==> config.mk <==
export PLATFORM = sky130hd
export DESIGN_NAME = reg_list_decoder_seq
export DESIGN_NICKNAME = d
export VERILOG_FILES = /design/src/rtl/reg_list_decoder_seq_pkg.sv /design/src/rtl/reg_list_decoder_seq_prio_enc_dir.sv /design/src/rtl/reg_list_decoder_seq.sv
export SDC_FILE = /design/constraint.sdc
export NUM_CORES = 1
export LEC_CHECK = 0
export CORE_MARGIN = 4
export CORE_UTILIZATION = 49
export CTS_CLUSTER_DIAMETER = 60
export DETAILED_ROUTE_END_ITERATION = 6
export PLACE_DENSITY = 0.78
export SYNTH_ARGS = -nofsm -noshare
export SYNTH_HDL_FRONTEND = slang
export SYNTH_HIERARCHICAL = 1
export SYNTH_SLANG_ARGS = --single-unit
==> constraint.sdc <==
create_clock -name clk -period 3.3 [get_ports clk]
set_clock_uncertainty 0.15 [all_clocks]
set_input_delay 0.33 -clock clk [delete_from_list [all_inputs] [get_ports clk]]
set_output_delay 0.33 -clock clk [all_outputs]
set_load 0.01 [all_outputs]
==> src/rtl/reg_list_decoder_seq_pkg.sv <==
// Shared definitions for the sequencing register write-enable decoder.
package reg_list_decoder_seq_pkg;

    // Default register address width; the enable count is always 2**ADDR_W.
    localparam int ADDR_W_DEF = 4;

    // Operation sequencer states.
    typedef enum logic [1:0] {
        S_IDLE = 2'd0,
        S_RUN  = 2'd1,
        S_FIN  = 2'd2
    } state_e;

endpackage : reg_list_decoder_seq_pkg

==> src/rtl/reg_list_decoder_seq_prio_enc_dir.sv <==
// Directional priority encoder: lowest set bit for dir=0, highest for dir=1.
module prio_enc_dir
    import reg_list_decoder_seq_pkg::*;
#(
    parameter int ADDR_W = ADDR_W_DEF,
    localparam int NREGS = 2 ** ADDR_W
) (
    input  logic [NREGS-1:0]  mask,
    input  logic              dir,
    output logic [ADDR_W-1:0] index,
    output logic              valid
);

    // Scan so that the winning bit is the last one written.
    always_comb begin
        // NOTE: every output gets a default before the loops; otherwise a path
        // that assigns nothing would infer a latch.
        index = '0;
        valid = |mask;
        if (!dir) begin
            for (int i = NREGS - 1; i >= 0; i--) begin
                if (mask[i]) index = ADDR_W'(i);
            end
        end else begin
            for (int i = 0; i < NREGS; i++) begin
                if (mask[i]) index = ADDR_W'(i);
            end
        end
    end

endmodule : prio_enc_dir

==> src/rtl/reg_list_decoder_seq.sv <==
// Sequencing register write-enable decoder: single-register decode or
// LDM/STM-style list walk, one one-hot enable per accepted step.
module reg_list_decoder_seq
    import reg_list_decoder_seq_pkg::*;
#(
    parameter int ADDR_W = ADDR_W_DEF,
    localparam int NREGS = 2 ** ADDR_W
) (
    input  logic              clk,
    input  logic              reset,
    input  logic              start,
    input  logic              list_mode,
    input  logic              dir,
    input  logic [ADDR_W-1:0] addr,
    input  logic [NREGS-1:0]  reg_list,
    input  logic              L,
    input  logic              step,
    output logic [NREGS-1:0]  E,
    output logic [ADDR_W-1:0] idx,
    output logic              busy,
    output logic              done,
    output logic [ADDR_W:0]   count
);

    state_e              state_q, state_d;
    logic [NREGS-1:0]    mask_q,  mask_d;
    logic                dir_q,   dir_d;
    logic [ADDR_W:0]     count_q, count_d;
    logic [NREGS-1:0]    e_q,     e_d;
    logic [ADDR_W-1:0]   idx_q,   idx_d;

    logic [ADDR_W-1:0]   cur_idx, nxt_idx;
    logic                cur_valid, nxt_valid;

    // Register currently presented: drives mask clearing on an accepted step.
    prio_enc_dir #(.ADDR_W(ADDR_W)) u_cur_enc (
        .mask  (mask_q),
        .dir   (dir_q),
        .index (cur_idx),
        .valid (cur_valid)
    );

    // Register to present next cycle: feeds the registered enable output.
    prio_enc_dir #(.ADDR_W(ADDR_W)) u_nxt_enc (
        .mask  (mask_d),
        .dir   (dir_d),
        .index (nxt_idx),
        .valid (nxt_valid)
    );

    // Next-state logic: capture on start, retire one mask bit per accepted step.
    always_comb begin
        state_d = state_q;
        mask_d  = mask_q;
        dir_d   = dir_q;
        count_d = count_q;
        unique case (state_q)
            S_IDLE: begin
                if (start) begin
                    dir_d   = dir;
                    count_d = '0;
                    mask_d  = list_mode ? reg_list : (NREGS'(1) << addr);
                    state_d = (mask_d != '0) ? S_RUN : S_FIN;
                end
            end
            S_RUN: begin
                // A step while L is low is not an acceptance.
                if (step && L && cur_valid) begin
                    mask_d  = mask_q & ~(NREGS'(1) << cur_idx);
                    count_d = count_q + (ADDR_W + 1)'(1);
                    if (mask_d == '0) state_d = S_FIN;
                end
            end
            S_FIN: begin
                state_d = S_IDLE;
            end
            default: begin
                state_d = S_IDLE;
                mask_d  = '0;
            end
        endcase
    end

    // Enable output: one-hot of the next presented register, gated by L.
    always_comb begin
        e_d   = '0;
        idx_d = '0;
        if (state_d == S_RUN && L && nxt_valid) begin
            e_d   = NREGS'(1) << nxt_idx;
            idx_d = nxt_idx;
        end
    end

    // State, mask, count and output registers with synchronous reset.
    always_ff @(posedge clk) begin
        // NOTE: sequential state uses non-blocking assignments so every flop
        // samples the pre-edge values regardless of statement order.
        if (reset) begin
            state_q <= S_IDLE;
            mask_q  <= '0;
            dir_q   <= 1'b0;
            count_q <= '0;
            e_q     <= '0;
            idx_q   <= '0;
        end else begin
            state_q <= state_d;
            mask_q  <= mask_d;
            dir_q   <= dir_d;
            count_q <= count_d;
            e_q     <= e_d;
            idx_q   <= idx_d;
        end
    end

    assign E     = e_q;
    assign idx   = idx_q;
    assign busy  = (state_q == S_RUN);
    assign done  = (state_q == S_FIN);
    assign count = count_q;

endmodule : reg_list_decoder_seq

Fig. 1: run 1, track usage over the die
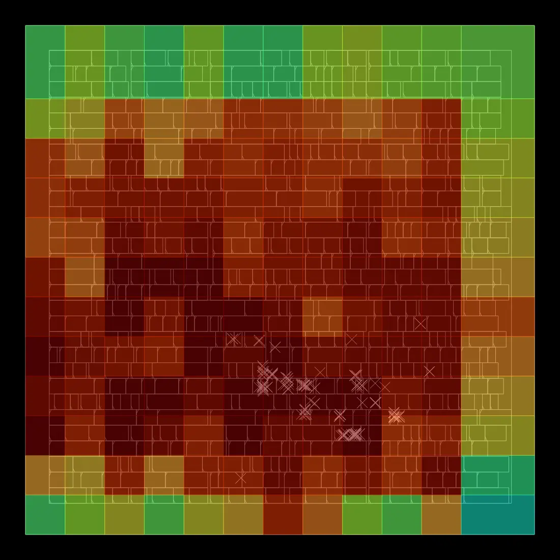
gr busiest metal: met2
GR Util met3: 9.311%
GR Layer Usage met1: 43.06%
gr usage total: 38.33%
routing usage on met2: 65.05%

Fig. 2: run 1, metal 4
Drawn at 4 px/micron.
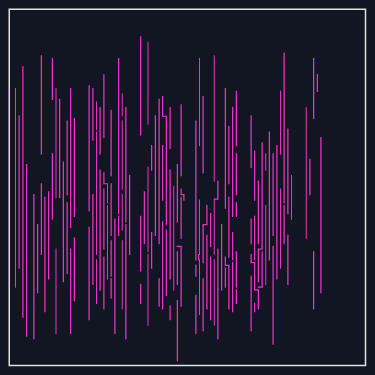
share of all routed wire: 12%
nets with wire on the layer: 116
longest straight run: 62.6 microns

Fig. 3: run 1, placement density heat map
Drawn at 3 px/micron. The die is cut into 9 by 9 equal tiles; white is low, dark blue is high, 0 to 100% covered.
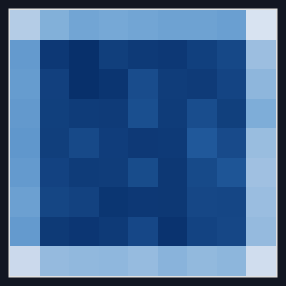
fullest tile: 100%
mean over tiles: 74%
densest ninth of the die: centre
tiles over 75% full: 61%
floorplan utilization: 50.21%
core area: 6350 sq um
Final Util: 93.52%

==> CHANGELOG.md, run 1 <==
### Metrics

- Crit share post-route: 127.1%
- Mi-comb count: between 300 and 400
- WHS Endpoint: count[1]
- #FFs+latches synth: approximately 44
- Grt total ovfl: 0
- Post-CTS Setup Bufs: 31
- Internal power: 1.425 mW
- Die W: approximately 90 microns
- Status: complete, but fails checks
- N_taps: ~77
- Hold_ws: 0.4062 ns
- Placed cells: around 620
- Vias in the first global route: around 4400
- Slowest CP cell: nor4_2
- Non-Clock Buffer Count: between 150 and 200
- Post-synth seq share: 27.63%
- Synthesis area per yosys: between 3000 and 4000 sq um
- FILL cells: roughly 190
- Avg Cell Area, Syn: ~7.4 sq um
- Routed vias: about 5200
- Hold Crit Class: reg -> reg
- CP Depth: 16
- Sequential share of power: 22.9%
- Pwr Density: 441.3 nW/um^2
- First-pass GRT wire length: 22980 microns
- CTS Buffer Depth: 2
- Adder Share, Synth: 0.3925%
- Final setup fails: 21
- Seq cells: between 40 and 50
- Critical path class: reg -> reg
- Flop share of the area: approximately 16%
- Crit path cell chain: nor4_4 -> a21oi_1 -> o22a_1 -> nand3b_1 -> buf_6 -> o311ai_4 -> o21ai_2 -> a22o_4 -> nor2_4 -> buf_6 -> nand2_1 -> a21oi_2 -> o22a_1 -> buf_6 -> nand2_8 -> nor4_2
- Worst-Margin Slew: 0.9979 ns
- Top FF cell, synth: dfxtp_1
- Signal inverters: 22
- Fmax: between 200 and 250 MHz
- CP required: between 3 and 4 ns
- Worst-path clk slew: around 0.13 ns
- Top Layout Cells: buf_4, clkdlybuf4s50_1, nand2_1
- Net Sw Frac: a little under half
- Fraction of area in multi-input gates: about half
- GP Congestion: 0.9779
- Dpl ws: -0.7350 ns
- Post-route setup slack: -0.8947 ns
- Initial antenna violation count: 1
- Met2 wire length: ~9100 microns
- Top cell category: logic gates
- Largest area contributor in the netlist: dfxtp_1
- CTS tree: done
- Top post-synthesis cells by area: dfxtp_1, nand2_1, a21oi_1
- Worst Setup Start Kind: flop
- Routed length on met3: 3134 microns
- Violated checks: DRC, setup timing
- Die area: just under 8000 sq um
- Tool warnings: 29
- Pins Over Slew Limit: 0
- Sw Pwr: about 1.2 mW
- # Cells Yosys: 428
- Synthesized instance count: ~430
- Io pins: approximately 54
- Xor+xnor area frac: 1.099%
- H-tree Lvls: 2
- Comb pwr share: around 59%
- Top post-synthesis cells by count: nand2_1, dfxtp_1, nor2_1
- Flip-flops with a built-in enable: 0
- Number of remaining DRC errors: around 160
## run 1: power groups by stage
stage | Clock, mW | Combinational, mW | Sequential [mW]
6_report | 0.485 | 1.54 | 0.601
5_1_grt | 0.481 | 1.56 | 0.602
4_1_cts | 0.414 | 1.05 | 0.589
3_5_place_dp | 0 | 0.823 | 0.601
3_3_place_gp | 0 | 0.798 | 0.601
2_1_floorplan | 0 | 0.486 | 0.596
## run 1: stage by stage
stage	total power, mW	instance area, sq um
6_report	2.621	5938
4_1_cts	2.049	5197
3_5_place_dp	1.424	4437
5_1_grt	2.646	5938
3_3_place_gp	1.399	4437
2_1_floorplan	1.082	3238
Fig. 4: run 1, PDN straps and rails
Drawn at 6 px/micron. Pins as bars on the die edge.
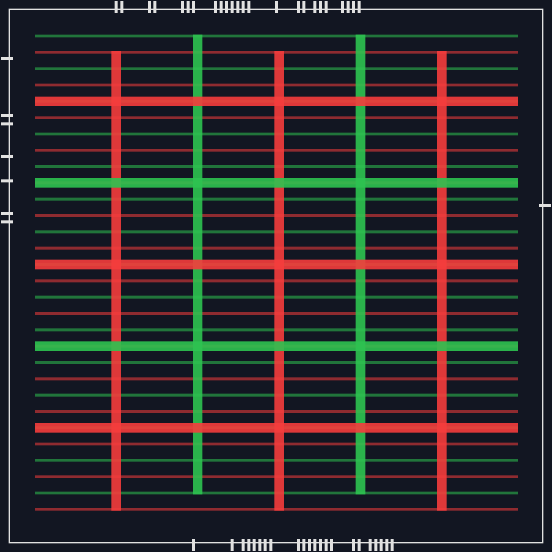

==> run 2: changes to the inputs <==
Settings changed: CORE_UTILIZATION 49 to 50, CTS_BUF_LIST from default to sky130_fd_sc_hd__clkbuf_4, PLACE_DENSITY 0.78 to 0.79, SYNTH_HIERARCHICAL 1 to default.
Fig. 5: run 2, PDN straps and rails
Drawn at 6 px/micron. Pins as bars on the die edge.
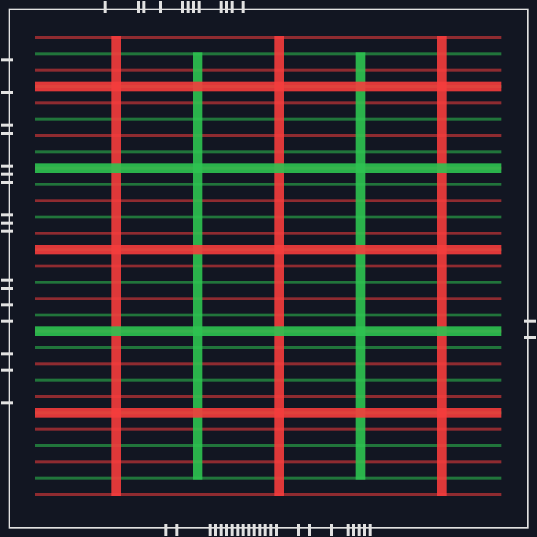
| net | colour |
|---|---|
| VSS | red |
| VDD | green |
signal pins: 54
met4 straps: 5
met1 rails: 29
met5 straps: 5
rows: 28

==> run 2 against run 1 <==
The flow still finishes with violations (DRC, setup timing). Power fell by 5.1%. Sequential share of layout area increased by 1.9 points. Hold slack gained 0.0088 ns. Highest routed layer is now met4. Worst setup slack better by 0.24 ns. Critical path type unchanged. Clock power down 22%. First-iteration DRC count decreased by 39%. Flip-flop count unchanged. Maximum frequency increased by 6.0%.
==> CHANGELOG.md, run 2 <==
### Metrics

- Largest area contributor in the netlist: dfxtp_1
- Grt total ovfl: 0
- GR Util met3: about 8.7%
- Sw Pwr: roughly 1.1 mW
- Slowest CP cell: or4_4
- GP Congestion: 0.9923
- First-pass GRT wire length: approximately 22000 microns
- Synthesis area per yosys: between 3000 and 4000 sq um
- Avg Cell Area, Syn: around 7.7 sq um
- Worst-path clk slew: between 0.15 and 0.2 ns
- Hold_ws: roughly 0.41 ns
- CP Depth: 13
- Post-route setup slack: -0.6562 ns
- Floorplan utilization: 51.63%
- Number of remaining DRC errors: 67
- Violated checks: DRC, setup timing
- Status: complete, but fails checks
- Initial antenna violation count: 0
- GR Layer Usage met1: 42.92%
- Met2 wire length: roughly 7900 microns
- Pwr Density: about 480 nW/um^2
- Die area: 7428 sq um
- Final Util: approximately 87%
- Worst-Margin Slew: 0.8115 ns
- Net Sw Frac: 44.28%
- Worst Setup Start Kind: flop
- Die W: 86.19 microns
- Final Power: around 2.5 mW
- Core area: around 6000 sq um
- Sequential share of power: between 20% and 30%
- P_comb: 1.51 mW
- Sequential group power: 0.601 mW
- Final setup fails: 20
- Hold Crit Class: reg -> reg
- Synthesized instance count: about 400
- CTS Buffer Depth: 2
- Internal power: approximately 1.4 mW
- WHS Endpoint: count[1]
- Io pins: ~54
- Pins Over Slew Limit: 0
- Top post-synthesis cells by area: dfxtp_1, nor2_1, nand2_1
Fig. 6: run 2, routed clock nets over the placement
Drawn at 6 px/micron.
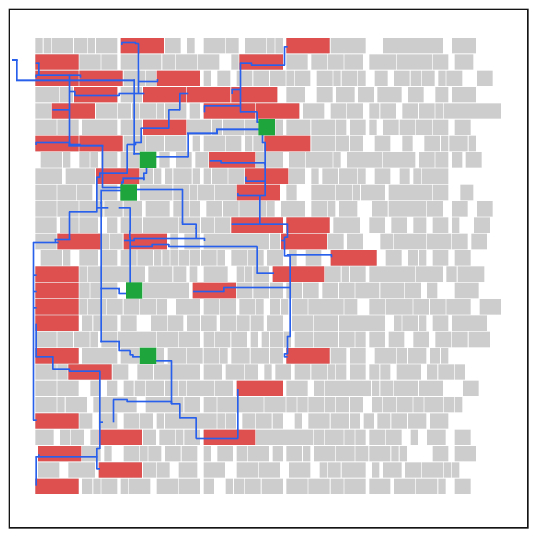
[clock drivers] green | count: 5
[flip-flops] red | count: 44
[clock wires] blue | length: 588 microns
routed clock nets: 6
clock group share of total power: 15.1%
P_clk: 0.377 mW

run 2: cell count changes after synthesis, sizes merged, moves of 7 or more:
cell | previous run | this run
a21oi | 31 | 22
buf | 15 | 7
clkbuf | 10 | 18
inv | 22 | 11
nand2 | 52 | 34
nor2 | 37 | 52
nor2b | 18 | 8
nor3 | 14 | 24
nor4 | 21 | 11
o31ai | 15 | 3
o32ai | 0 | 7
run 2: area by class of cell:
class                           instances  area (sq um)
Multi-Input combinational cell        318          2444
Timing Repair Buffer                  189          1574
Sequential cell                        44         903.4
Fill cell                             296         779.5
Tap cell                               75         93.84
Clock inverter                          3         47.55
Inverter                               11         41.29
Clock buffer                            5         37.54
Power is estimated from default activity; no workload was simulated.
